`config.mk`:
```
export PLATFORM = sky130hd
export DESIGN_NAME = sd_read_buffer
export DESIGN_NICKNAME = d
export VERILOG_FILES = /design/src/rtl/sd_read_buffer_pkg.sv /design/src/rtl/sd_read_buffer_edge.sv /design/src/rtl/sd_read_buffer.sv
export SDC_FILE = /design/constraint.sdc
export NUM_CORES = 1
export LEC_CHECK = 0
export ABC_AREA = 1
export CAP_MARGIN = 20
export CORE_ASPECT_RATIO = 0.5
export CORE_MARGIN = 5
export CORE_UTILIZATION = 46
export DETAILED_ROUTE_END_ITERATION = 12
export PLACE_DENSITY_LB_ADDON = 0.3
export REMOVE_ABC_BUFFERS = 1
export SYNTH_ARGS = -nofsm -noshare
export SYNTH_HDL_FRONTEND = slang
export SYNTH_HIERARCHICAL = 1
export SYNTH_SLANG_ARGS = --single-unit
```
`constraint.sdc`:
```
create_clock -name CLK_48MHZ -period 1.5 [get_ports CLK_48MHZ]
set_clock_uncertainty 0.05 [all_clocks]
set_input_delay 0.225 -clock CLK_48MHZ [delete_from_list [all_inputs] [get_ports CLK_48MHZ]]
set_output_delay 0.225 -clock CLK_48MHZ [all_outputs]
set_load 0.005 [all_outputs]
```
`src/rtl/sd_read_buffer_pkg.sv`:
```
// Shared types and widths for the SD read-side byte serializer.
package sd_read_buffer_pkg;

    localparam int ROW_W  = 13;
    localparam int WORD_W = 16;
    localparam int BYTE_W = 8;

    typedef enum logic [2:0] {
        IDLE,
        REQ,
        WAIT,
        HI,
        LO
    } state_t;

endpackage

```
`src/rtl/sd_read_buffer_edge.sv`:
```
// NEXT_BYTE rising-edge detector.
// Build option: NEXT_BYTE_SYNC_EN adds a 2-flop synchronizer ahead of the
// detector for a consumer strobe that is asynchronous to the clock.
module sd_read_buffer_edge (
    input  logic i_clk,
    input  logic i_srst,
    input  logic i_next_byte,
    output logic o_nb_rise
);

    logic w_nb;
    logic r_nb_q;

`ifdef NEXT_BYTE_SYNC_EN
    logic [1:0] r_sync;

    // Two-stage synchronizer; reset to the live level so release never looks like an edge
    always_ff @(posedge i_clk) begin
        if (i_srst) begin
            r_sync <= {2{i_next_byte}};
        end else begin
            r_sync <= {r_sync[0], i_next_byte};
        end
    end

    assign w_nb = r_sync[1];
`else
    assign w_nb = i_next_byte;
`endif

    // Previous-level register; loaded with the current level in reset too
    always_ff @(posedge i_clk) begin
        if (i_srst) begin
            r_nb_q <= i_next_byte;
        end else begin
            r_nb_q <= w_nb;
        end
    end

    assign o_nb_rise = w_nb & ~r_nb_q;

endmodule

```
`src/rtl/sd_read_buffer.sv`:
```
// Read-side byte serializer: fetches 16-bit words from the memory controller
// while the read row trails the writer's row, and hands them out high byte
// first, one byte per NEXT_BYTE rising edge.
// Build option: NEXT_BYTE_SYNC_EN (synchronizer inside sd_read_buffer_edge).
module sd_read_buffer
    import sd_read_buffer_pkg::*;
#(
    parameter int WORDS_PER_ROW = 4,
    parameter int READ_LATENCY  = 2
) (
    input  logic              CLK_48MHZ,
    input  logic              RESET,
    input  logic              NEXT_BYTE,
    input  logic [WORD_W-1:0] DATA_READ,
    input  logic [ROW_W-1:0]  ROW_WRITE,
    output logic              READ_CMD,
    output logic [BYTE_W-1:0] BYTE_OUT
);

    localparam int WC_W = (WORDS_PER_ROW > 1) ? $clog2(WORDS_PER_ROW) : 1;
    localparam logic [WC_W-1:0] WC_LAST  = WC_W'(WORDS_PER_ROW - 1);
    localparam logic [3:0]      LAT_LAST = 4'(READ_LATENCY - 1);

    state_t              r_state,    w_state_next;
    logic [ROW_W-1:0]    r_rd_row,   w_rd_row_next;
    logic [WC_W-1:0]     r_word_cnt, w_word_cnt_next;
    logic [3:0]          r_lat_cnt,  w_lat_cnt_next;
    logic [WORD_W-1:0]   r_word,     w_word_next;
    logic                r_read_cmd, w_read_cmd_next;
    logic [BYTE_W-1:0]   r_byte_out, w_byte_out_next;

    logic w_nb_rise;
    logic w_avail;

    sd_read_buffer_edge u_edge (
        .i_clk       (CLK_48MHZ),
        .i_srst      (RESET),
        .i_next_byte (NEXT_BYTE),
        .o_nb_rise   (w_nb_rise)
    );

    // Ring buffer is non-empty whenever the read row has not caught the writer
    assign w_avail = (r_rd_row != ROW_WRITE);

    // Next-state, counter and datapath decode
    always_comb begin
        w_state_next    = r_state;
        w_rd_row_next   = r_rd_row;
        w_word_cnt_next = r_word_cnt;
        w_lat_cnt_next  = r_lat_cnt;
        w_word_next     = r_word;
        w_byte_out_next = r_byte_out;

        case (r_state)
            IDLE: begin
                if (w_avail) begin
                    w_state_next = REQ;
                end
            end
            REQ: begin
                w_lat_cnt_next = 4'd0;
                w_state_next   = WAIT;
            end
            WAIT: begin
                // lat_cnt counts completed wait cycles; capture on the last one
                if (r_lat_cnt == LAT_LAST) begin
                    w_word_next     = DATA_READ;
                    w_byte_out_next = DATA_READ[WORD_W-1:BYTE_W];
                    w_state_next    = HI;
                end else begin
                    w_lat_cnt_next = r_lat_cnt + 4'd1;
                end
            end
            HI: begin
                if (w_nb_rise) begin
                    w_byte_out_next = r_word[BYTE_W-1:0];
                    w_state_next    = LO;
                end
            end
            LO: begin
                if (w_nb_rise) begin
                    if (r_word_cnt == WC_LAST) begin
                        w_word_cnt_next = '0;
                        w_rd_row_next   = r_rd_row + 13'd1;
                    end else begin
                        w_word_cnt_next = r_word_cnt + WC_W'(1);
                    end
                    w_state_next = IDLE;
                end
            end
            default: begin
                w_state_next = IDLE;
            end
        endcase

        // Only IDLE leads to REQ, so this is a single-cycle pulse
        w_read_cmd_next = (w_state_next == REQ);
    end

    // State and datapath registers
    always_ff @(posedge CLK_48MHZ) begin
        if (RESET) begin
            r_state    <= IDLE;
            r_rd_row   <= '0;
            r_word_cnt <= '0;
            r_lat_cnt  <= '0;
            r_word     <= '0;
            r_read_cmd <= 1'b0;
            r_byte_out <= '0;
        end else begin
            r_state    <= w_state_next;
            r_rd_row   <= w_rd_row_next;
            r_word_cnt <= w_word_cnt_next;
            r_lat_cnt  <= w_lat_cnt_next;
            r_word     <= w_word_next;
            r_read_cmd <= w_read_cmd_next;
            r_byte_out <= w_byte_out_next;
        end
    end

    assign READ_CMD = r_read_cmd;
    assign BYTE_OUT = r_byte_out;

endmodule

```
Run 1, track usage over the die:
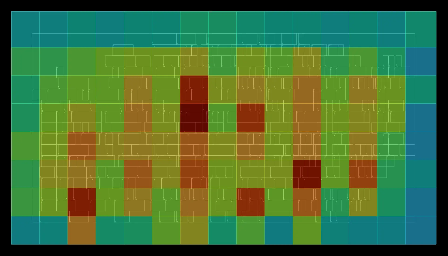
met3 Resource Use GR: 0.0497
GR Util met1: 0.203
met2 usage: 0.284
fin util: 0.667

Run 1, met2 routing:
(4 px per micron)
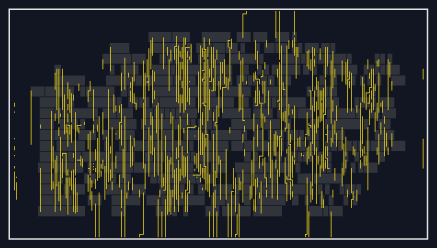
share of all routed wire: 49%
wire length on this layer: 2500 microns
longest straight run: 30.1 microns
nets with wire on the layer: 321
routed wire length: 5090 microns
routed vias: 2076

==> results.py, run 1 <==
# Metrics from the implementation run
metrics = {
    "run_status": {
        "status": "finished clean",
    },
    "synth": {
        "yosysUniqueCellTypes": 29,
        "async_reset_ff_frac": 0,
        "ys_cells": 295,
        "yosysChipArea_sq_mm": 0.00204,
        "ys_seq_share": 0.393,
        "edf_count": 0,
        "syn_area_per_cell_sq_um": 6.91,
        "synth-warning-count": 6,
        "synth-main-ff-cell": "dfxtp_1",
        "synth_area_sq_mm": 0.00204,
        "synthCells": 295,
        "ys.flops": 40,
    },
    "floorplanning": {
        "core_area_sq_mm": 0.00434,
        "die_width_microns": 104,
        "ioPinCount": 41,
        "die_area_sq_mm": 0.00595,
        "fp_util": 0.470,
        "rows": 17,
        "die.size.y_microns": 57.1,
    },
    "finish": {
        "diodes": 0,
        "area_delta_synth_final_pct": 42.0,
        "final_area_sq_mm": 0.00290,
    },
    "critical_path": {
        "worstPathArrival_ps": 1640,
        "worstSetupStartpointType": "register",
        "cp_common_cell": "inv_2",
        "path_class": "register to register",
        "rr_startpoint": "r_lat_cnt[1]$_SDFFE_PP0P_",
        "critPathBufInv": 4,
        "slowest_delay_ps": 330,
        "rrSetupSlack_ps": 20,
        "slowest_stage": "dfxtp_2",
        "worst-r2r-cell-count": 9,
        "path_cells": "inv_2 > ha_4 > inv_2 > nor3_4 > nand2_4 > buf_4 > inv_2 > nor2_1 > a21oi_1",
        "crit_fanout": 5,
        "r2r_end": "r_state[0]$_SDFF_PP0_",
        "crit_start": "r_lat_cnt[1]$_SDFFE_PP0P_",
        "critPathRequiredTime_ps": 1660,
        "path_delay_family": "simple AND/OR/NAND/NOR gates",
        "critPathCaptureType": "register",
    },
    "timing": {
        "worstMarginPinSlew_ps": 246,
        "rsz0062_at_grt": "true",
        "holdWs_ps": 56.2,
        "hold_violations": 0,
        "min_period_ps": 1480,
        "clock.fmax_mhz": 676,
        "drv_slew": 0,
        "slew_headroom": 0.836,
        "finalSetupViolations": 0,
        "fin_crit_sh": 0.986,
    },
    "pwr": {
        "p_int_mw": 1.84,
        "p_clk_frac": 0.282,
        "sw_frac_of_total": 0.285,
        "pwr_density_cell_mw_per_mm2": 888,
        "seqPwrFrac": 0.468,
        "switchingPower_mw": 0.734,
        "p_leak_nw": 1.23,
        "vdd_ir_drop_max_uv": 498,
    },
    "detailed_routing": {
        "ant_nets": 0,
        "drt_iter0_drc": 107,
        "wl_per_cell_microns": 12.2,
        "dr.pass1.iters": 4,
        "drcViolationCount": 0,
        "vias_per_cell": 4.98,
    },
    "global_route": {
        "grt_max_degree": 28,
        "antenna_found_initial": 0,
        "overflow": 0,
        "grt_pass1_wl_microns": 8190,
        "first_global_vias": 1875,
        "grt_use_total": 0.166,
    },
    "clock_tree": {
        "hold_buffers": 0,
        "cts_tree": "done",
        "numCtsBuffers": 5,
        "clk_pin_slew_ps": 70,
        "clk_latency_ps": 290,
        "cts_buffer_depth": 2,
        "cts_root_buffer": "clkbuf_8",
    },
    "hold_path": {
        "holdPathStages": 1,
        "whs_endpoint": "u_edge/r_nb_q$_DFF_P_",
    },
    "placed_design": {
        "placed_area_sq_mm": 0.00263,
        "hpwl_microns": 3600,
        "pre_cts_slack_ps": -309,
        "gp_congestion": 0.843,
        "io_buffers": 40,
    },
    "job": {
        "maxCapViolCount": 0,
        "tool_warnings": 27,
    },
}
Run 1, logic cells by family:
(6 px per micron)
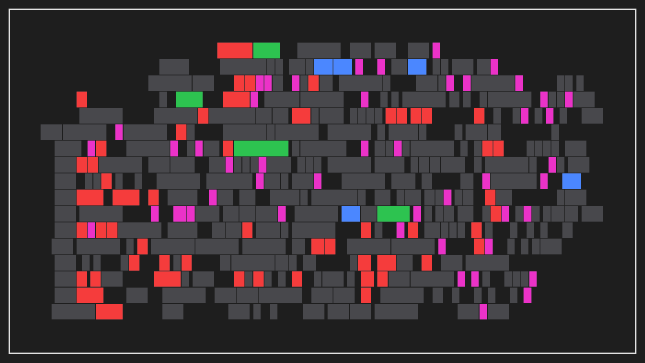
| family | colour | cells |
|---|---|---|
| fa/ha/maj cells | green | 4 |
| aoi and oai cells | red | 54 |
| inv cells | magenta | 47 |
| xor and xnor cells | blue | 5 |
fin cells: 417
most frequent logic cell in the layout: nand2_1

## run 1: area by class of cell
cell class	instances	area, sq um	share of cell area
Clock buffer	8	90.1	0.0311
Inverter	47	179	0.0618
Multi-Input combinational cell	202	1130	0.391
Sequential cell	40	807	0.279
Tap cell	57	71.3	0.0246
Timing Repair Buffer	63	617	0.213
## run 1: power groups by stage
stage / sequential [mW] / clock, mW / combinational, mW
after floorplan: 1.21 / 0 / 0.252
after global placement: 1.21 / 0 / 0.487
after detailed placement: 1.21 / 0 / 0.507
after CTS: 1.19 / 0.739 / 0.522
after global routing: 1.21 / 0.793 / 0.704
final: 1.20 / 0.725 / 0.642
## run 1: repair_timing
item                       4_1_cts  5_1_grt
setup buffers                    0        8
setup endpoints to repair       16       21
gates resized                    2       30
gates cloned                     0        0
pin swaps                        1        9
## run 1: state kept, by name, summed over array words and instances, names as in the netlist
register / flops
u_edge/r_nb_q: 1
r_word: 8
READ_CMD: 1
BYTE_OUT: 8
r_rd_row: 13
r_lat_cnt: 4
r_word_cnt: 2
r_state: 3
## run 1: placed cells by master (no fill, tap or decap), types with 5 or more instances in the layout
master	count
inv_2	8
a211oi_2	6
nor2_1	44
dfxtp_2	5
nand4_1	6
dfxtp_1	35
o21ai_0	7
buf_4	19
nand3_1	8
inv_1	38
clkbuf_8	6
clkdlybuf4s50_1	39
nand2_1	59
o21ai_1	18
a21oi_1	17
## run 1: worst max path at each step
stage,end,cells past startpoint
detailed placement,r_rd_row[9]$_SDFFE_PP0P_,8
global route,BYTE_OUT[7]$_SDFFE_PP0P_,9
global placement,r_rd_row[9]$_SDFFE_PP0P_,8
CTS,r_rd_row[9]$_SDFFE_PP0P_,8
finish,r_state[0]$_SDFF_PP0_,9
floorplan,BYTE_OUT[0]$_SDFFE_PP0P_,8
## run 1: metal layers
layer  up-vias  global-route usage  routed length [microns]
met3         8              0.0497                      197
met2        43               0.284                     2500
met4         0              0.0554                       67
met1       954               0.203                     2330
li1       1071                   -                        -
met5         -                   0                        0
## run 1: through the flow
step	setup TNS [ps]	total power, mW	instances	utilization
floorplan	-89.4	1.46	289	-
global placement	-4460	1.69	401	0.605
detailed placement	-5550	1.72	401	0.605
CTS	0	2.45	409	0.629
global route	-154	2.71	417	0.667
finish	0	2.57	417	0.667
## run 1: logic make-up after synthesis
family,Yosys count,synth area share
AND/OR/NAND/NOR,138,0.311
flip-flops,40,0.393
AND-OR/OR-AND,55,0.147
adder cells (fa/ha/maj),4,0.0245
buffers and inverters,53,0.104
XOR/XNOR,5,0.0215
## run 1: Yosys cell counts, types with 3 or more instances
cell type	instances	share of area
nand3_2	3	0.015
inv_2	6	0.011
o21ai_0	7	0.017
clkbuf_1	3	0.0055
nand2_1	59	0.11
a21oi_1	19	0.047
nor3_1	5	0.012
nand4_1	6	0.018
inv_1	41	0.075
a211oi_1	6	0.022
ha_1	4	0.025
nand3_1	8	0.020
nor2_1	46	0.085
o21ai_1	19	0.047
xor2_1	3	0.013
a31oi_1	3	0.0092
dfxtp_1	40	0.39
Run 1, I/O nets highlighted:
(6 px per micron)
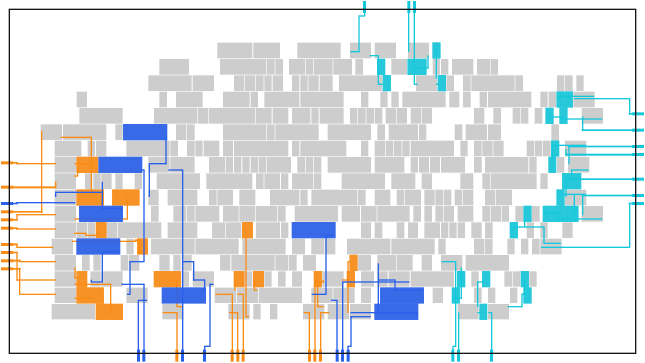

==> run 2: changes to the inputs <==
--- a/config.mk
+++ b/config.mk
@@ -10,6 +10,8 @@
 export CORE_ASPECT_RATIO = 0.5
 export CORE_MARGIN = 5
 export CORE_UTILIZATION = 46
+export CTS_BUF_LIST = sky130_fd_sc_hd__clkbuf_4 sky130_fd_sc_hd__clkbuf_8 sky130_fd_sc_hd__clkbuf_16
+export CTS_CLUSTER_SIZE = 40
 export DETAILED_ROUTE_END_ITERATION = 12
 export PLACE_DENSITY_LB_ADDON = 0.3
 export REMOVE_ABC_BUFFERS = 1
Run 2, I/O nets highlighted:
(6 px per micron)
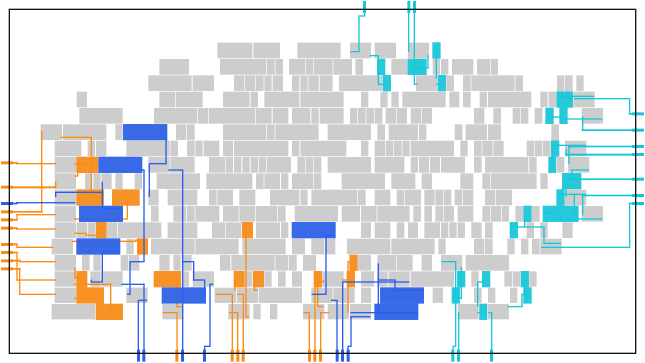
| port | colour | bits | direction | edge | end cells | buffers | wire |
|---|---|---|---|---|---|---|---|
| ROW_WRITE | cyan | 13 | input | 7 right, 3 top, 3 bottom | 24 | 13 | 253 microns |
| BYTE_OUT | blue | 8 | output | 7 bottom, 1 left | 8 | 8 | 234 microns |
| DATA_READ | orange | 16 | input | 9 left, 7 bottom | 16 | 16 | 262 microns |
num ports: 41
Port Buffers: 40

Run 2, track usage over the die:
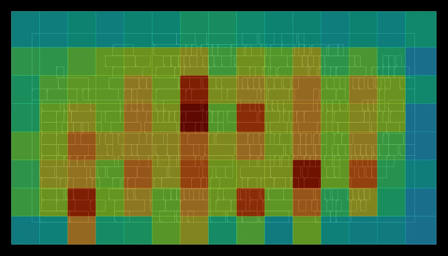
fin util: 0.669
Total GRT Usage: 0.166
busiest layer in global routing: met2
routed length per instance: 12.2 microns

Run 2, met2 routing:
(4 px per micron)
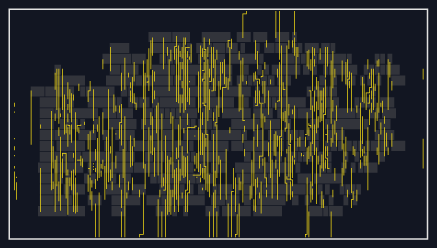
nets with wire on the layer: 321
longest straight run: 30.1 microns
share of all routed wire: 49%

==> run 2 against run 1 <==
Flip-flop count stayed put. Clock power is 5.0% higher. Combinational power about the same. Non-clock buffer count unchanged. Worst setup slack barely moved. Sequential share of layout area is 0.072 points lower. Design area rose by 0.26%. Routed wire length stayed put. Critical path depth did not move. Register-to-register slack about the same. Maximum frequency about the same.
==> results.py, run 2 <==
# Metrics from the implementation run
metrics = {
    "synth": {
        "edf_count": 0,
        "synth_area_sq_mm": 0.00204,
        "synth-warning-count": 6,
        "synth_top_area_share": 0.393,
        "yosysUniqueCellTypes": 29,
        "ys_cells": 295,
        "ys_top_cells_by_area": "dfxtp_1 (39%), nand2_1 (11%), nor2_1 (8.5%), inv_1 (7.5%), a21oi_1 (4.7%)",
        "async_reset_ff_frac": 0,
        "ys_seq_share": 0.393,
        "ys.flops": 40,
        "synth-main-ff-cell": "dfxtp_1",
        "xor_area_frac": 0.0215,
        "synth_top_cell_by_count": "nand2_1",
    },
    "floorplanning": {
        "core_area_sq_mm": 0.00434,
        "fp_util": 0.470,
        "rows": 17,
        "die.size.y_microns": 57.1,
    },
    "pwr": {
        "sw_frac_of_total": 0.282,
        "seqPwrFrac": 0.462,
        "finalPower_mw": 2.61,
        "p_leak_nw": 1.23,
        "switchingPower_mw": 0.734,
    },
    "detailed_routing": {
        "drt_iter0_drc": 108,
        "vias": 2076,
        "ant_nets": 0,
        "wl_met1_microns": 2330,
        "drcViolationCount": 0,
        "met3_length_microns": 197,
        "vias_per_cell": 4.98,
        "dr.pass1.iters": 4,
        "totalWireLength_microns": 5090,
    },
    "timing": {
        "hold_violations": 0,
        "worstMarginPinSlew_ps": 246,
        "fin_crit_sh": 0.986,
        "drv_slew": 0,
        "slew_headroom": 0.836,
        "min_period_ps": 1480,
        "clock.fmax_mhz": 676,
    },
    "critical_path": {
        "path_class": "register to register",
        "critPathBufInv": 4,
        "crit_fanout": 5,
        "worstSetupStartpointType": "register",
        "rr_startpoint": "r_lat_cnt[1]$_SDFFE_PP0P_",
        "r2r_end": "r_state[0]$_SDFF_PP0_",
        "worstPathArrival_ps": 1640,
        "rrSetupSlack_ps": 20,
        "slowest_stage": "dfxtp_2",
    },
    "global_route": {
        "overflow": 0,
        "antenna_found_initial": 0,
        "grt_pass1_wl_microns": 8190,
        "grt_max_degree": 28,
        "first_global_vias": 1875,
    },
    "placed_design": {
        "gp_congestion": 0.843,
        "hpwl_microns": 3600,
    },
    "finish": {
        "diodes": 0,
        "area_delta_synth_final_pct": 42.3,
        "final_area_sq_mm": 0.00290,
        "largest_register_ffs": 13,
        "lay_top_count": "nand2_1",
        "largest-register": "r_rd_row",
        "lay_top_cells": "nand2_1 (59), nor2_1 (44), clkdlybuf4s50_1 (39)",
    },
    "job": {
        "maxCapViolCount": 0,
    },
    "run_status": {
        "status": "finished clean",
    },
    "clock_tree": {
        "clk_pin_slew_ps": 70,
        "clk_latency_ps": 290,
        "numCtsBuffers": 5,
        "cts_buffer_depth": 2,
    },
}
-- run 2: cell counts in the layout (fill, tap and decap cells not counted) --
Identical to the previous run, type by type.
-- run 2: how the worst max path moves through the flow --
stage / depth (start not counted) / slack, ps / end / start
final: 9 / 20 / r_state[0]$_SDFF_PP0_ / r_lat_cnt[1]$_SDFFE_PP0P_
after global routing: 9 / -30 / BYTE_OUT[7]$_SDFFE_PP0P_ / r_lat_cnt[1]$_SDFFE_PP0P_
after CTS: 8 / 0.8 / r_rd_row[9]$_SDFFE_PP0P_ / NEXT_BYTE
after detailed placement: 8 / -310 / r_rd_row[9]$_SDFFE_PP0P_ / NEXT_BYTE
after global placement: 8 / -270 / r_rd_row[9]$_SDFFE_PP0P_ / NEXT_BYTE
after floorplan: 8 / -20 / BYTE_OUT[0]$_SDFFE_PP0P_ / r_lat_cnt[0]$_SDFFE_PP0P_
-- run 2: cell type report --
| type | count | area [sq um] |
|---|---|---|
| clock buffers | 8 | 97.6 |
| multi-input cells | 202 | 1130 |
| flip-flops and latches | 40 | 807 |
| inverters | 47 | 179 |
| fillers | 390 | 1440 |
| repair buffers | 63 | 617 |
| well taps | 57 | 71.3 |
-- run 2: kinds of logic (layout without fill, tap and decap cells) --
group / after synthesis / count (layout)
simple gates: 138 / 138
compound gates: 55 / 55
buf+inv: 53 / 118
flops: 40 / 40
xor+xnor: 5 / 5
fa+ha+maj: 4 / 4
-- run 2: layer usage --
| metal | GRT usage | vias up |
|---|---|---|
| met5 | 0 | - |
| met1 | 0.203 | 954 |
| li1 | - | 1071 |
| met2 | 0.284 | 43 |
| met3 | 0.0497 | 8 |
| met4 | 0.0554 | 0 |
-- run 2: power groups by stage --
stage / logic, mW / clock network (mW) / registers, mW
after floorplan: 0.252 / 0 / 1.21
after detailed placement: 0.507 / 0 / 1.21
after global routing: 0.704 / 0.829 / 1.21
after global placement: 0.487 / 0 / 1.21
final: 0.642 / 0.761 / 1.20
after CTS: 0.522 / 0.775 / 1.19
-- run 2: what timing repair did --
action | CTS | global route
pin swaps | 1 | 9
buffers inserted | 0 | 8
hold endpoints to repair | 0 | 0
gates resized | 2 | 30
endpoints found under the setup margin | 16 | 21
-- run 2: stage by stage --
stage	setup slack, ps	instances	util
6_report	20.5	417	0.669
5_1_grt	-27.5	417	0.669
3_5_place_dp	-309	401	0.605
3_3_place_gp	-270	401	0.605
4_1_cts	0.767	409	0.630
2_1_floorplan	-17.9	289	-
Run 2, where the registers sit:
(6 px per micron)
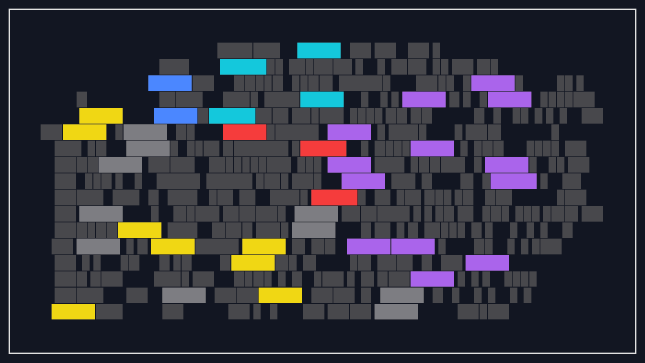

==> run 3: changes to the inputs <==
--- a/config.mk
+++ b/config.mk
@@ -15,6 +15,7 @@
 export DETAILED_ROUTE_END_ITERATION = 12
 export PLACE_DENSITY_LB_ADDON = 0.3
 export REMOVE_ABC_BUFFERS = 1
+export SKIP_LAST_GASP = 1
 export SYNTH_ARGS = -nofsm -noshare
 export SYNTH_HDL_FRONTEND = slang
 export SYNTH_HIERARCHICAL = 1
Run 3, where the registers sit:
(6 px per micron)
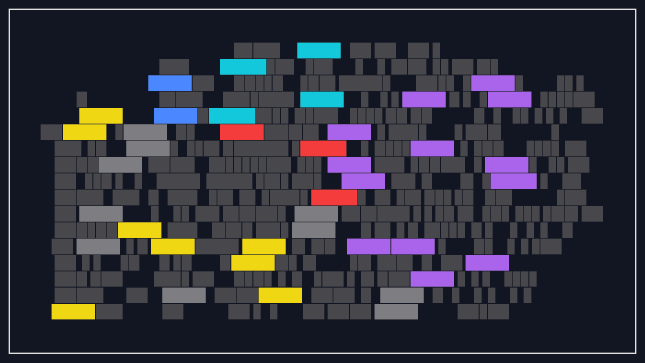
| name in the netlist | colour | sequential cells |
|---|---|---|
| r_lat_cnt | cyan | 4 |
| r_word_cnt | blue | 2 |
| r_word | yellow | 8 |
| r_rd_row | purple | 13 |
| r_state | red | 3 |

Run 3, I/O nets highlighted:
(6 px per micron)
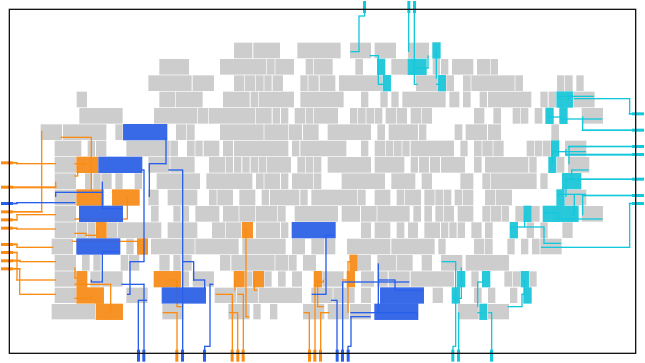
| port | colour | bits | direction | edge | end cells | buffers | wire |
|---|---|---|---|---|---|---|---|
| ROW_WRITE | cyan | 13 | input | 7 right, 3 top, 3 bottom | 24 | 13 | 253 microns |
| BYTE_OUT | blue | 8 | output | 7 bottom, 1 left | 8 | 8 | 234 microns |
| DATA_READ | orange | 16 | input | 9 left, 7 bottom | 16 | 16 | 259 microns |

==> run 3 against run 2 <==
Sequential power about the same. Clock power hardly changed. Sequential share of layout area rose by 0.22 points. Total power decreased by 1.2%. Combinational power shrank 4.8%.
==> results.py, run 3 <==
# Metrics from the implementation run
metrics = {
    "clock_tree": {
        "cts_root_buffer": "clkbuf_8",
        "numCtsBuffers": 5,
        "hold_buffers": 0,
        "clock_sinks": 40,
        "clk_pin_slew_ps": 70,
        "clk_latency_ps": 290,
        "cts_tree": "done",
        "cts_buffer_depth": 2,
        "htree_num_levels": 2,
    },
    "critical_path": {
        "cp.depth": 9,
        "crit_start": "r_lat_cnt[1]$_SDFFE_PP0P_",
        "critPathBufInv": 3,
        "crit_fanout": 5,
        "slowest_stage": "dfxtp_2",
        "path_cells": "inv_2 > ha_4 > inv_2 > nor3_4 > nand2_4 > nand2_4 > inv_2 > a211oi_2 > nor2_1",
        "critPathCaptureType": "register",
        "path_class": "register to register",
        "path_delay_family": "simple AND/OR/NAND/NOR gates",
        "rrSetupSlack_ps": 40,
        "slowest_delay_ps": 330,
        "rr_startpoint": "r_lat_cnt[1]$_SDFFE_PP0P_",
        "cp_common_cell": "inv_2",
        "worstSetupStartpointType": "register",
        "critPathRequiredTime_ps": 1620,
        "worstPathArrival_ps": 1590,
        "worst-r2r-cell-count": 9,
    },
    "run_status": {
        "status": "finished clean",
    },
    "finish": {
        "largest-register": "r_rd_row",
        "lay_top_cells": "nand2_1 (59), nor2_1 (44), clkdlybuf4s50_1 (39)",
        "nets": 395,
        "final_area_sq_mm": 0.00288,
        "fill_cells": 392,
        "lay_top_count": "nand2_1",
        "diodes": 0,
        "area_delta_synth_final_pct": 41.2,
        "largest_register_ffs": 13,
        "drive_gt1_frac": 0.200,
    },
    "synth": {
        "common_cells": "nand2_1 (59), nor2_1 (46), inv_1 (41)",
        "synth_top_area_share": 0.393,
        "synth_area_sq_mm": 0.00204,
        "ys_seq_share": 0.393,
        "edf_count": 0,
        "syn_area_per_cell_sq_um": 6.91,
        "yosysChipArea_sq_mm": 0.00204,
        "synth_top_cell_by_area": "dfxtp_1",
        "synth-warning-count": 6,
        "synth_top_cell_by_count": "nand2_1",
        "yosysUniqueCellTypes": 29,
        "ys_cells": 295,
        "async_reset_ff_frac": 0,
        "ys.flops": 40,
        "ys_top_cells_by_area": "dfxtp_1 (39%), nand2_1 (11%), nor2_1 (8.5%), inv_1 (7.5%), a21oi_1 (4.7%)",
        "synth-main-ff-cell": "dfxtp_1",
        "synthCells": 295,
    },
    "detailed_routing": {
        "ant_nets": 0,
        "vias": 2046,
        "vias_per_cell": 4.91,
        "totalWireLength_microns": 5090,
        "drcViolationCount": 0,
        "dr.pass1.iters": 4,
        "drt_iter0_drc": 112,
    },
    "placed_design": {
        "io_buffers": 40,
        "hpwl_microns": 3600,
        "placed_area_sq_mm": 0.00263,
        "pre_cts_slack_ps": -309,
        "gp_congestion": 0.843,
    },
    "floorplanning": {
        "core_area_sq_mm": 0.00434,
        "rows": 17,
        "fp_util": 0.470,
        "die_width_microns": 104,
        "ioPinCount": 41,
        "die_area_sq_mm": 0.00595,
        "die.size.y_microns": 57.1,
    },
    "global_route": {
        "grt_max_degree": 28,
        "first_global_vias": 1875,
        "antenna_found_initial": 0,
        "grt_use_total": 0.166,
        "grt_pass1_wl_microns": 8190,
        "overflow": 0,
    },
    "timing": {
        "min_period_ps": 1460,
        "finalSetupViolations": 0,
        "drv_slew": 0,
        "slew_headroom": 0.856,
        "rsz0062_at_grt": "true",
        "fin_crit_sh": 0.977,
        "hold_violations": 0,
        "clock.fmax_mhz": 683,
        "setup_ws_ps": 35.1,
        "worstMarginPinSlew_ps": 214,
    },
    "pwr": {
        "pwr_density_cell_mw_per_mm2": 895,
        "seqPwrFrac": 0.467,
        "p_leak_nw": 1.23,
        "sw_frac_of_total": 0.279,
        "p_clk_frac": 0.296,
        "p_int_mw": 1.86,
        "combPwrFrac": 0.237,
        "vdd_ir_drop_max_uv": 509,
        "switchingPower_mw": 0.719,
    },
    "hold_path": {
        "holdPathStages": 1,
        "hold_start": "NEXT_BYTE",
        "holdCritPathClass": "input port to register",
    },
    "job": {
        "tool_warnings": 27,
        "maxCapViolCount": 0,
    },
}
Run 3, track usage over the die:
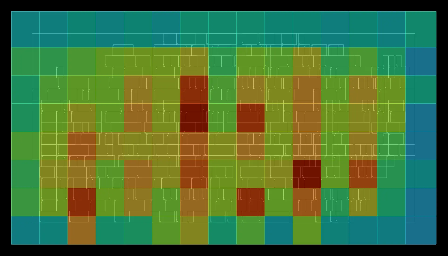
fin util: 0.664
routed length per instance: 12.2 microns

run 3: cell counts after synthesis:
No cell type changed its count.
run 3: logic make-up after synthesis:
logic type,share of synthesized area
buf+inv,0.104
fa+ha+maj,0.0245
compound gates,0.147
xor+xnor,0.0215
simple gates,0.311
flops,0.393
run 3: worst paths after layout:
path | to
setup / recovery | BYTE_OUT[3]$_SDFFE_PP0P_
setup reg to reg | BYTE_OUT[3]$_SDFFE_PP0P_
hold / removal | u_edge/r_nb_q$_DFF_P_
hold reg to reg | r_word[0]$_SDFFE_PP0P_
run 3: layout make-up:
type	instances	area, sq um	area share
sequential	40	807	0.280
tap	57	71.3	0.0248
multi-input combinational	202	1110	0.386
clock buffer	8	97.6	0.0339
timing repair buffer	63	617	0.214
inverter	47	176	0.0613
run 3: through the flow:
| step | TNS [ps] | cells | power (mW) | hold WS [ps] | utilization |
|---|---|---|---|---|---|
| 2_1_floorplan | -89.4 | 289 | 1.46 | 203 | - |
| 3_3_place_gp | -4460 | 401 | 1.69 | 390 | 0.605 |
| 3_5_place_dp | -5550 | 401 | 1.72 | 400 | 0.605 |
| 4_1_cts | 0 | 409 | 2.48 | 374 | 0.630 |
| 5_1_grt | -297 | 417 | 2.71 | 59.5 | 0.664 |
| 6_report | 0 | 417 | 2.58 | 56.7 | 0.664 |
run 3: what timing repair did:
| item | CTS | global route |
|---|---|---|
| setup endpoints to repair | 16 | 21 |
| pin swaps | 1 | 8 |
| gates resized | 2 | 26 |
| gates cloned | 0 | 0 |
| setup buffers | 0 | 8 |
run 3: routing by layer:
layer	up-vias	track usage	wire length (microns)
met5	-	0	0
met4	0	0.0554	32
met3	4	0.0497	207
met2	44	0.284	2480
met1	925	0.203	2370
li1	1073	-	-
run 3: power groups by stage:
| stage | Combinational, mW | Clock [mW] | Sequential (mW) |
|---|---|---|---|
| floorplan | 0.252 | 0 | 1.21 |
| global placement | 0.487 | 0 | 1.21 |
| detailed placement | 0.507 | 0 | 1.21 |
| CTS | 0.522 | 0.775 | 1.19 |
| global route | 0.671 | 0.829 | 1.21 |
| finish | 0.611 | 0.762 | 1.20 |
run 3: worst register-to-register path: stages, from the launching register on:
cell      delay, ps
dfxtp_2         330
inv_2            80
ha_4            140
inv_2            40
nor3_4          190
nand2_4         120
nand2_4         110
inv_2            80
a211oi_2        160
nor2_1           70
No activity file was given, so power comes from the tool's default toggle rates.
